Design reg_access_arbiter, sky130hd; sources not shown.
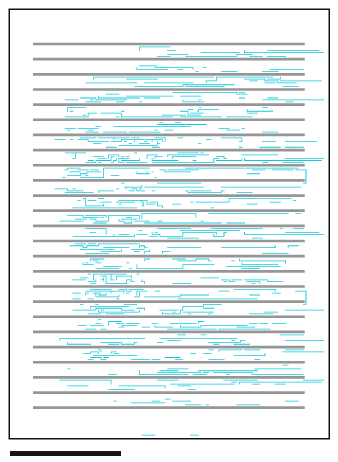
(images/m1.png)
Bar = 20 µm. Supply wires on this layer in gray.
nets with wire on the layer = 199
share of all routed wire = 38%
wire length on this layer = 1670 µm
longest straight run = 21.6 µm
main direction = horizontal
drt total wl: 4.440 mm
routed via count: 1353
met1 GRT Util: 24.34%

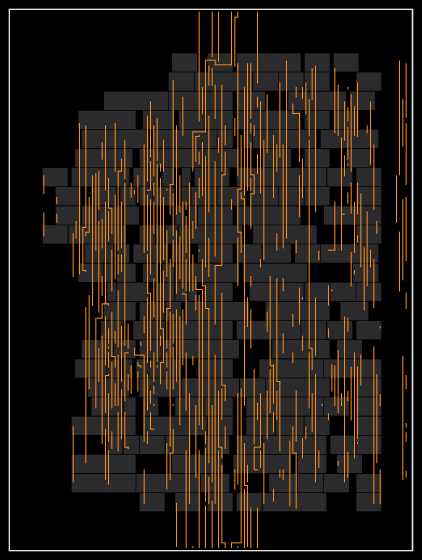
(images/m2.png)
Cells faint in the background.
share of all routed wire = 53%
longest straight run = 29.6 µm
wire length on this layer = 2350 µm
nets with wire on the layer = 217
main direction = vertical
routing usage on met2: 38.90%

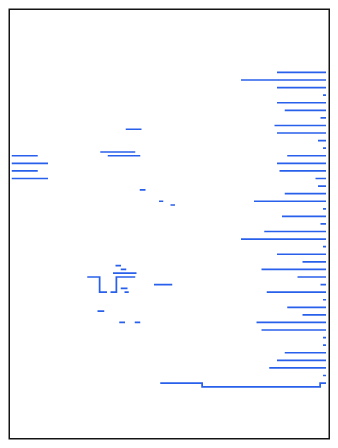
(images/m3.png)
longest straight run = 21.2 µm
main direction = horizontal
share of all routed wire = 7.6%
nets with wire on the layer = 57
wire length on this layer = 339 µm
global routing usage on met3: 5.546%

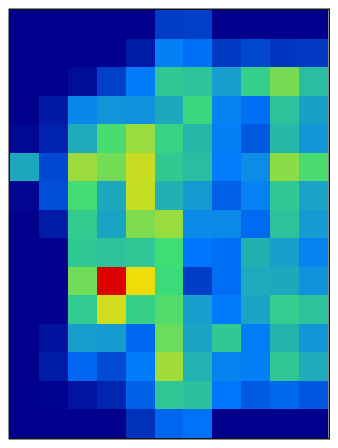
(images/route_heat.png)
11 x 15 tiles, from dark blue (low) to red (high), scaled to the fullest tile. Values are wire area over tile area, all layers added.
densest ninth of the die = middle
tiles over half the peak = 12%
emptiest ninth of the die = top left
fullest tile = 0.61
drt wl/cell: 19.65 µm
gr usage total: 21.83%

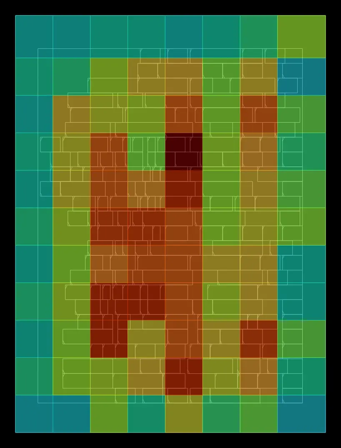
(images/congestion_map.png)
gr busiest metal: met2
Util after Layout: 74.10%

==> flow_summary.json <==
{
  "status": "finished, final reports clean",
  "r2r_slack_ns": 2.04,
  "antenna_found_initial": 0,
  "initCoreUtil_pct": 52.08,
  "clock.fmax_mhz": 406.5,
  "end_kind": "flop",
  "post-dp-hpwl_mm": 3.491,
  "ys_warn_count": 0,
  "r2r_cells": 5,
  "place_congestion": 0.8797,
  "cts_tree": "built",
  "yosys_area_um2": 1658,
  "yosysTopAreaCell": "dfrtp_1",
  "path_class": "reg2reg",
  "max_cap_violations": 0,
  "worst_pin_slew_ns": 0.7270,
  "clockRootBuffer": "clkbuf_8",
  "worst_setup_path_start_kind": "flop",
  "chip_area_um2": 4391,
  "skew_ns": 0.0007602,
  "htreeDepth": 1,
  "tns_ns": 0,
  "grt_pass1_wl_mm": 7.355,
  "area_leaders": "dfrtp_1 (42%), mux4_2 (18%), mux2_2 (9.5%), ha_1 (6.8%), a221oi_1 (2.1%)",
  "p_leak_uw": 0.0009741,
  "lay_top_count": "clkdlybuf4s50_1",
  "setup_viol": 0,
  "drtAntennaViolNets": 0,
  "io_buffers": 63,
  "drive_gt1_share_pct": 19.79,
  "fillerInstances": 215,
  "numCtsBuffers": 3,
  "cp.arrival_ns": 2.61,
  "synthCells": 124,
  "ir_drop_mv": 0.4098,
  "cts-hold-fix-buffers": 0,
  "finalNetCount": 239,
  "grt_max_degree": 29,
  "clock_path_buffers": 2,
  "core-area_um2": 3183,
  "yosys_register_bits": 28,
  "gr-total-overflow": 0,
  "cp_max_fo": 13,
  "maxSlewHeadroom_pct": 51.53,
  "syn_avg_cell_area_um2": 13.37,
  "clk_pin_slew_worst_paths_ns": 0.09,
  "clk_latency_ns": 0.27,
  "row_count": 24,
  "synth.top_cell.area_share_pct": 42.26,
  "syn_nets": 175,
  "ys_seq_share_pct": 42.26,
  "hold_viol": 0,
  "die_x_um": 57.16,
  "finalCriticalPeriod_ns": 2.460,
  "power.density_nw_per_um2": 703.1,
  "warnings": 33,
  "dr.pass1.iters": 4,
  "antennaDiodeCount": 0,
  "ys_cells": 124,
  "cts_setup_buffers": 0,
  "maxSlewViolCount": 0,
  "drc_errors": 0,
  "final_cell_mix": "clkdlybuf4s50_1 (62), dfrtp_1 (28), mux2_2 (14), mux4_2 (13)",
  "cp.required_ns": 4.65,
  "synth_area_um2": 1658,
  "die_y_um": 76.83,
  "area.growth.synth_to_final_pct": 42.26,
  "finalCritPeriodShare_pct": 54.67,
  "cts_resized": 0,
  "num_io_pins": 64,
  "first_iter_violations": 34,
  "synth_cell_types": 29,
  "first_global_vias": 1433,
  "power_uw": 1658,
  "min-delay-path-class": "in2async",
  "via_per_inst": 5.987,
  "rsz0062_at_grt": "no",
  "clkSinkCount": 28
}
[report_power, final]
part           internal, µW  switching [µW]  total [µW]  leakage (µW)
logic                   510             473         983      0.000603
clock network          78.2            71.1         149     0.0000288
registers               377             150         526      0.000342
total                   964             694        1660      0.000974
[stage by stage]
step	utilization [%]	area, µm²	cells	hold slack [ns]	setup slack, ns
after floorplan	-	1658	124	0.3794	2.571
after global placement	72.52	2308	222	0.4793	1.977
after detailed placement	72.37	2303	222	0.4814	1.867
after CTS	74.10	2359	226	0.4129	2.038
after global routing	74.10	2359	226	0.4382	1.815
final	74.10	2359	226	0.4056	2.040
[worst max-delay path, cell delays in order, from the launching register on]
cell and delay [ns]:
dfrtp_1 0.71, inv_1 0.27, ha_1 0.41, mux4_2 0.43, a221oi_1 0.38, o22ai_1 0.13
[cell usage after synthesis]
cell,instances
nor2_2,1
a31oi_1,1
ha_1,9
or2_2,1
nor2b_4,1
mux2_1,3
nor2b_1,2
nor2_1,3
inv_1,6
buf_6,1
a221oi_1,4
a21oi_1,1
o2111ai_1,1
dfrtp_1,28
buf_4,1
nand3_1,2
o22ai_1,4
buf_2,2
mux2i_1,3
nor4_1,1
nand2b_1,1
nand3_2,1
o21ai_0,7
nand2_1,9
mux4_1,1
nand2_2,1
o211ai_1,2
mux2_2,14
mux4_2,13
[cell families (layout without fill, tap and decap cells)]
family,count (synthesis),after routing,share of synthesized area [%]
AND/OR/NAND/NOR,23,23,7.397
buffers and inverters,10,73,3.094
adder cells (fa/ha/maj),9,9,6.793
flip-flops,28,28,42.26
multiplexers,34,34,32.60
AND-OR/OR-AND,20,20,7.848
[cell type report]
type                    instances  area, µm²  share of cell area [%]
flip-flops and latches         28      700.7                   29.71
well taps                      39      48.80                   2.069
inverters                       6      22.52                  0.9549
clock buffers                   4      55.05                   2.334
repair buffers                 63      625.6                   26.53
multi-input cells              86      905.9                   38.41
[per-layer routing]
layer  routed length (µm)  share of wire (%)  track usage [%]
met3                  339                7.6            5.546
met2                 2353                 53            38.90
met4                   80                1.8            8.353
met1                 1666                 38            24.34
met5                    0                  0                0
Power and IR drop assume default switching activity.
